[src/rtl/segment_led_hex_display_driver.sv]
// Time-multiplexed common-anode 7-segment hex display driver with load-captured shadow data.
// Optional leading-zero auto-blanking: define SEGMENT_LED_HEX_DISPLAY_DRIVER_LEADING_ZERO_BLANK_EN.
module segment_led_hex_display_driver #(
  parameter int unsigned DIGITS       = 4,
  parameter int unsigned REFRESH_DIV  = 50000,
  parameter int unsigned GUARD_CYCLES = 2
) (
  input  logic                  Clk,
  input  logic                  nReset,
  input  logic [4*DIGITS-1:0]   Value,
  input  logic [DIGITS-1:0]     Blank,
  input  logic [DIGITS-1:0]     DotMask,
  input  logic                  Load,
  output logic [6:0]            Segments,
  output logic                  Dot,
  output logic [DIGITS-1:0]     Anodes,
  output logic                  FrameStart
);

  localparam int unsigned CNT_W = (REFRESH_DIV > 1) ? $clog2(REFRESH_DIV) : 1;
  localparam int unsigned IDX_W = (DIGITS > 1) ? $clog2(DIGITS) : 1;
  localparam logic [CNT_W-1:0] CNT_MAX   = CNT_W'(REFRESH_DIV - 1);
  localparam logic [CNT_W-1:0] GUARD_END = CNT_W'(GUARD_CYCLES);
  localparam logic [IDX_W-1:0] IDX_MAX   = IDX_W'(DIGITS - 1);

  logic [CNT_W-1:0]    div_cnt;
  logic [IDX_W-1:0]    idx;
  logic [4*DIGITS-1:0] shadow_value;
  logic [DIGITS-1:0]   shadow_blank;
  logic [DIGITS-1:0]   shadow_dot;

  logic                slot_wrap_c;
  logic                frame_wrap_c;
  logic                guard_c;
  logic [DIGITS-1:0]   auto_blank_c;
  logic [3:0]          cur_nib_c;
  logic                cur_blank_c;
  logic                cur_dot_c;
  logic [DIGITS-1:0]   anodes_c;

  // Shared abcdefg active-low hex encoding
  function automatic logic [6:0] hex_to_seg(input logic [3:0] nib);
    logic [6:0] seg;
    case (nib)
      4'h0:    seg = 7'b000_0001;
      4'h1:    seg = 7'b100_1111;
      4'h2:    seg = 7'b001_0010;
      4'h3:    seg = 7'b000_0110;
      4'h4:    seg = 7'b100_1100;
      4'h5:    seg = 7'b010_0100;
      4'h6:    seg = 7'b010_0000;
      4'h7:    seg = 7'b000_1111;
      4'h8:    seg = 7'b000_0000;
      4'h9:    seg = 7'b000_0100;
      4'hA:    seg = 7'b000_1000;
      4'hB:    seg = 7'b110_0000;
      4'hC:    seg = 7'b011_0001;
      4'hD:    seg = 7'b100_0010;
      4'hE:    seg = 7'b011_0000;
      default: seg = 7'b011_1000;
    endcase
    return seg;
  endfunction

  assign slot_wrap_c  = (div_cnt == CNT_MAX);
  assign frame_wrap_c = slot_wrap_c && (idx == IDX_MAX);
  assign guard_c      = (div_cnt < GUARD_END);

  // Slot divider and digit index
  always_ff @(posedge Clk or negedge nReset) begin
    if (!nReset) begin
      div_cnt <= '0;
      idx     <= '0;
    end else if (slot_wrap_c) begin
      div_cnt <= '0;
      idx     <= (idx == IDX_MAX) ? '0 : idx + IDX_W'(1);
    end else begin
      div_cnt <= div_cnt + CNT_W'(1);
    end
  end

  // Shadow capture; scan timing is independent of Load
  always_ff @(posedge Clk or negedge nReset) begin
    if (!nReset) begin
      shadow_value <= '0;
      shadow_blank <= '0;
      shadow_dot   <= '0;
    end else if (Load) begin
      shadow_value <= Value;
      shadow_blank <= Blank;
      shadow_dot   <= DotMask;
    end
  end

`ifdef SEGMENT_LED_HEX_DISPLAY_DRIVER_LEADING_ZERO_BLANK_EN
  logic lz_run_c;

  // Blank zero digits from the top down to the first nonzero one; digit 0 always shown
  always_comb begin
    auto_blank_c = '0;
    lz_run_c     = 1'b1;
    for (int i = int'(DIGITS) - 1; i >= 1; i--) begin
      lz_run_c        = lz_run_c & (shadow_value[4*i +: 4] == 4'h0);
      auto_blank_c[i] = lz_run_c;
    end
  end
`else
  assign auto_blank_c = '0;
`endif

  // Select the active digit's data and anode
  always_comb begin
    cur_nib_c   = '0;
    cur_blank_c = 1'b0;
    cur_dot_c   = 1'b0;
    anodes_c    = '1;
    for (int i = 0; i < int'(DIGITS); i++) begin
      if (idx == IDX_W'(i)) begin
        cur_nib_c   = shadow_value[4*i +: 4];
        cur_blank_c = shadow_blank[i] | auto_blank_c[i];
        cur_dot_c   = shadow_dot[i];
        if (!guard_c) anodes_c[i] = 1'b0;
      end
    end
  end

  always_ff @(posedge Clk or negedge nReset) begin
    if (!nReset) begin
      Segments   <= 7'b111_1111;
      Dot        <= 1'b1;
      Anodes     <= '1;
      FrameStart <= 1'b0;
    end else begin
      Segments   <= cur_blank_c ? 7'b111_1111 : hex_to_seg(cur_nib_c);
      Dot        <= cur_blank_c | ~cur_dot_c;
      Anodes     <= anodes_c;
      FrameStart <= frame_wrap_c;
    end
  end

endmodule

[config.mk]
export PLATFORM = sky130hd
export DESIGN_NAME = segment_led_hex_display_driver
export DESIGN_NICKNAME = d
export VERILOG_FILES = /design/src/rtl/segment_led_hex_display_driver.sv
export SDC_FILE = /design/constraint.sdc
export NUM_CORES = 1
export LEC_CHECK = 0
export CORE_MARGIN = 5
export CORE_UTILIZATION = 60
export CTS_BUF_LIST = sky130_fd_sc_hd__clkbuf_2 sky130_fd_sc_hd__clkbuf_4 sky130_fd_sc_hd__clkbuf_8
export CTS_CLUSTER_SIZE = 30
export DETAILED_ROUTE_END_ITERATION = 7
export GPL_TIMING_DRIVEN = 0
export PLACE_DENSITY = 0.9
export SLEW_MARGIN = 25
export SYNTH_ARGS = -nofsm -noshare
export SYNTH_HDL_FRONTEND = slang
export SYNTH_SLANG_ARGS = --single-unit
[constraint.sdc]
create_clock -name Clk -period 4.91 [get_ports Clk]
set_input_delay 0.982 -clock Clk [delete_from_list [all_inputs] [get_ports Clk]]
set_output_delay 0.982 -clock Clk [all_outputs]
set_load 0.005 [all_outputs]
==> metrics.csv <==
metric;value;unit
ys_area;0.00269;mm^2
crit_slowest_cell;dfrtp_1;
vias;1892;
grt_use_total;18.6;%
wire_per_inst;15.8;um
drt_pre_antenna_iters;4;
antenna_found_initial;0;
most_common_cell;dfrtp_1;
setup_viol;0;
netlist_area;0.00269;mm^2
rr_worst_depth;11;
cts_resized;0;
fin_setup_tns;0;ns
yosysUniqueCellTypes;43;
busiest_layer;met2;
worst_slew_pin_slew;0.727;ns
die_h;76.9;um
yosys-stat-cells;230;
initial_core_util;61.7;%
grt.met2_usage;28.9;%
power_leakage;1.38;nW
cp.arrival;2.75;ns
cts.path.max_buffers;2;
fin_skew;0.00435;ns
ys_ff;55;
synth_top_cell_by_area;dfrtp_1;
cts_buffers;5;
top_area_share;40.0;%
portBuffers;38;
die_area;0.00592;mm^2
path_class;register to register;
endpoint_kind;register;
cts_root_buf;clkbuf_8;
drt_iter0_markers;91;
relSlewSlack;51.3;%
min_from;div_cnt[0];
synthCells;230;
min_path_cells;1;
floorplan.nets;268;
synth-async-reset-ratio;100;%
crit_buf_inv;3;
status;finished clean;
hold_class;register to register;
rows;24;
clock.fmax;0.391;GHz
layout_setup_ws;2.35;ns
post_cts_buffers;0;
hold_viol;0;
grt_util_met3;4.10;%
antennaDiodeCount;0;
core_area;0.00435;mm^2
ys_seq_share;51.8;%
syn_avg_cell_area;11.7;um^2
grt_pass1_vias;1937;
cp_num_cells;11;
ff_type;dfrtp_1;
netlist_top_cells_count;43 x dfrtp_1, 24 x mux2_2, 24 x nand2_1, 12 x dfstp_2, 12 x nor2_1;
cp-startpoint;idx[0];
gr-total-overflow;0;
ir_drop;0.189;mV
cp_max_fo;9;
reg2reg_from;idx[0];
num_io_pins;40;
grt_max_degree;56;
grt_first_pass_wirelength;8890;um
edf_count;0;
[flip-flops by register name, summed over array words and instances, names as in the netlist]
register      cells
Anodes            4
Dot               1
FrameStart        1
Segments          7
div_cnt          16
idx               2
shadow_blank      4
shadow_dot        4
shadow_value     16
[final timing paths]
kind                                    to  slack [ns]
hold / removal                  div_cnt[0]        0.48
hold reg to reg                 div_cnt[0]        0.48
min in group asynchronous    shadow_dot[1]        0.69
max in group asynchronous  shadow_value[1]        3.76
setup / recovery               Segments[0]        2.35
setup reg to reg               Segments[0]        2.35
[cells by family (layout without fill, tap and decap cells)]
kind of cell | count (synthesis) | count (layout) | synth area share, %
and+or+nand+nor | 78 | 78 | 15.7
DFF | 55 | 55 | 51.8
AOI/OAI and AO/OA | 28 | 28 | 8.19
muxes | 28 | 28 | 11.5
buffers and inverters | 17 | 63 | 3.40
xor gates and xnor gates | 13 | 13 | 4.24
adders and majority gates | 11 | 11 | 5.12
[stage by stage]
step	util [%]	instances	instance area (um^2)	power [W]	hold WS, ns
floorplan	-	230	2690	0.000576	0.444
global placement	72.0	320	3130	0.000635	0.463
detailed placement	71.9	320	3130	0.000643	0.468
CTS	73.9	328	3220	0.000891	0.480
global route	73.9	328	3220	0.000927	0.496
finish	73.9	328	3220	0.000885	0.482
[cell usage in the layout (no fill, tap or decap), types with 8 or more instances in the layout]
master | Yosys | final
clkdlybuf4s50_1 | 0 | 37
dfrtp_1 | 43 | 43
dfstp_2 | 12 | 12
ha_1 | 11 | 11
inv_1 | 8 | 8
mux2_2 | 24 | 24
nand2_1 | 24 | 24
nand3_1 | 9 | 9
nor2_1 | 12 | 12
xnor2_1 | 8 | 8
[report_power, final]
group	switching, W	internal (W)	leakage [nW]
combinational	0.0000559	0.0000748	0.672
clock	0.000140	0.000112	0.0491
sequential	0.0000139	0.000489	0.658
[cell type report]
cell class                      count  area, um^2
Clock buffer                        7        83.8
Inverter                            8        30.0
Tap cell                           52        65.1
Fill cell                         290        1130
Sequential cell                    55        1390
Timing Repair Buffer               38         378
Multi-Input combinational cell    158        1200
Clock inverter                      1        5.00
Buffer                              9        61.3
[layer usage]
layer | part of all wire (%) | vias up
li1 | - | 896
met5 | 0 | -
met3 | 5.2 | 15
met1 | 44 | 926
met2 | 48 | 55
met4 | 2.7 | 0
Fig. 1: gate-type map
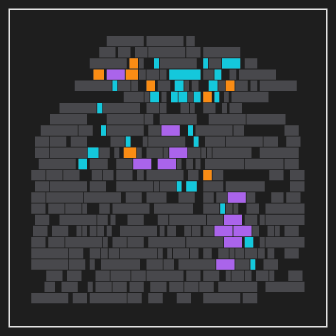
colour	family	cells
orange	and/or cells	8
cyan	nor cells	25
purple	fa/ha/maj cells	11

Fig. 2: sequential cells coloured by netlist name
The bar under the picture is 20 um long.
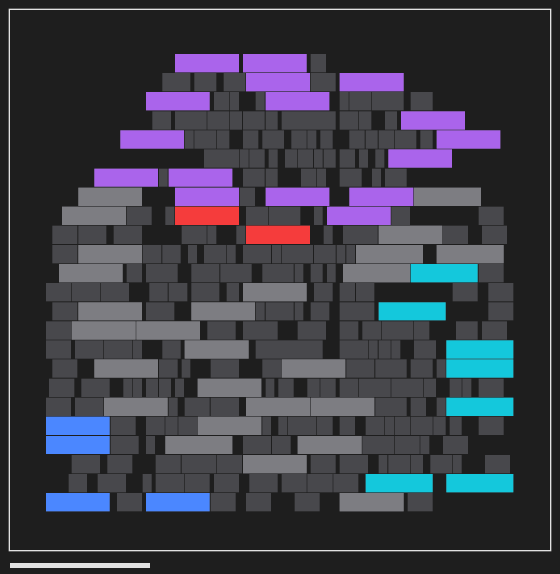
colour	signal	placed flops
purple	div_cnt	16
red	idx	2
blue	shadow_dot	4
cyan	Segments	7
not coloured	26

Fig. 3: nets reached from selected ports
The bar under the picture is 20 um long.
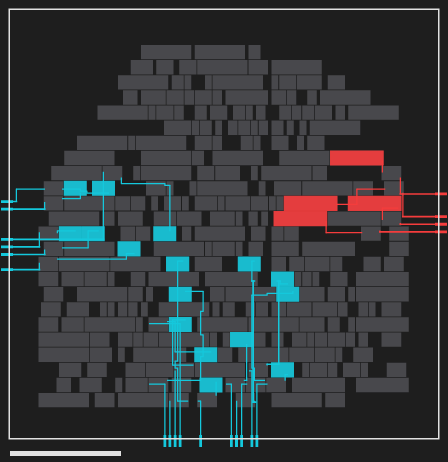
colour	port	bits	direction	edge	end cells	buffers	wire
cyan	Value	16	input	10 south, 6 west	16	16	400 um
red	Anodes	4	output	east	4	4	63.0 um

Fig. 4: layout detail
The bar under the picture is 10 um long. Window x 7 to 32, y 7 to 32 um. Cells in grey, sequential cells in the stronger grey; small squares are vias.
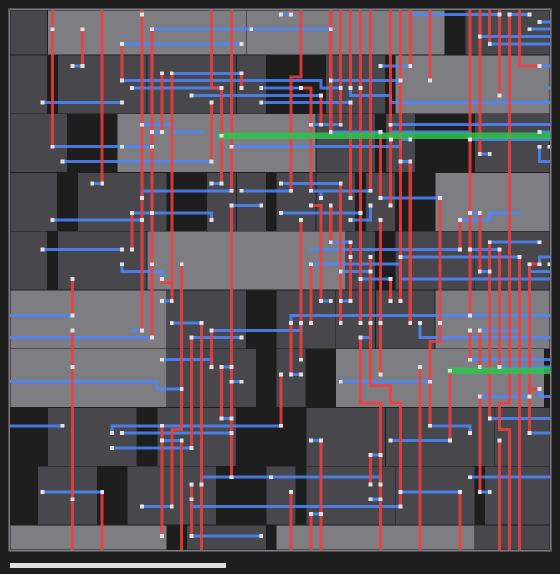
colour	layer
blue	M1
red	M2
green	M3
cells with their middle in the window	47
netlist names of flops here include	shadow_value (4), shadow_blank (3), shadow_dot (2)
most frequent	mux2_2 (11), clkdlybuf4s50_1 (9), dfrtp_1 (9)
sequential cells in the window	10

Power is estimated from default activity; no workload was simulated.
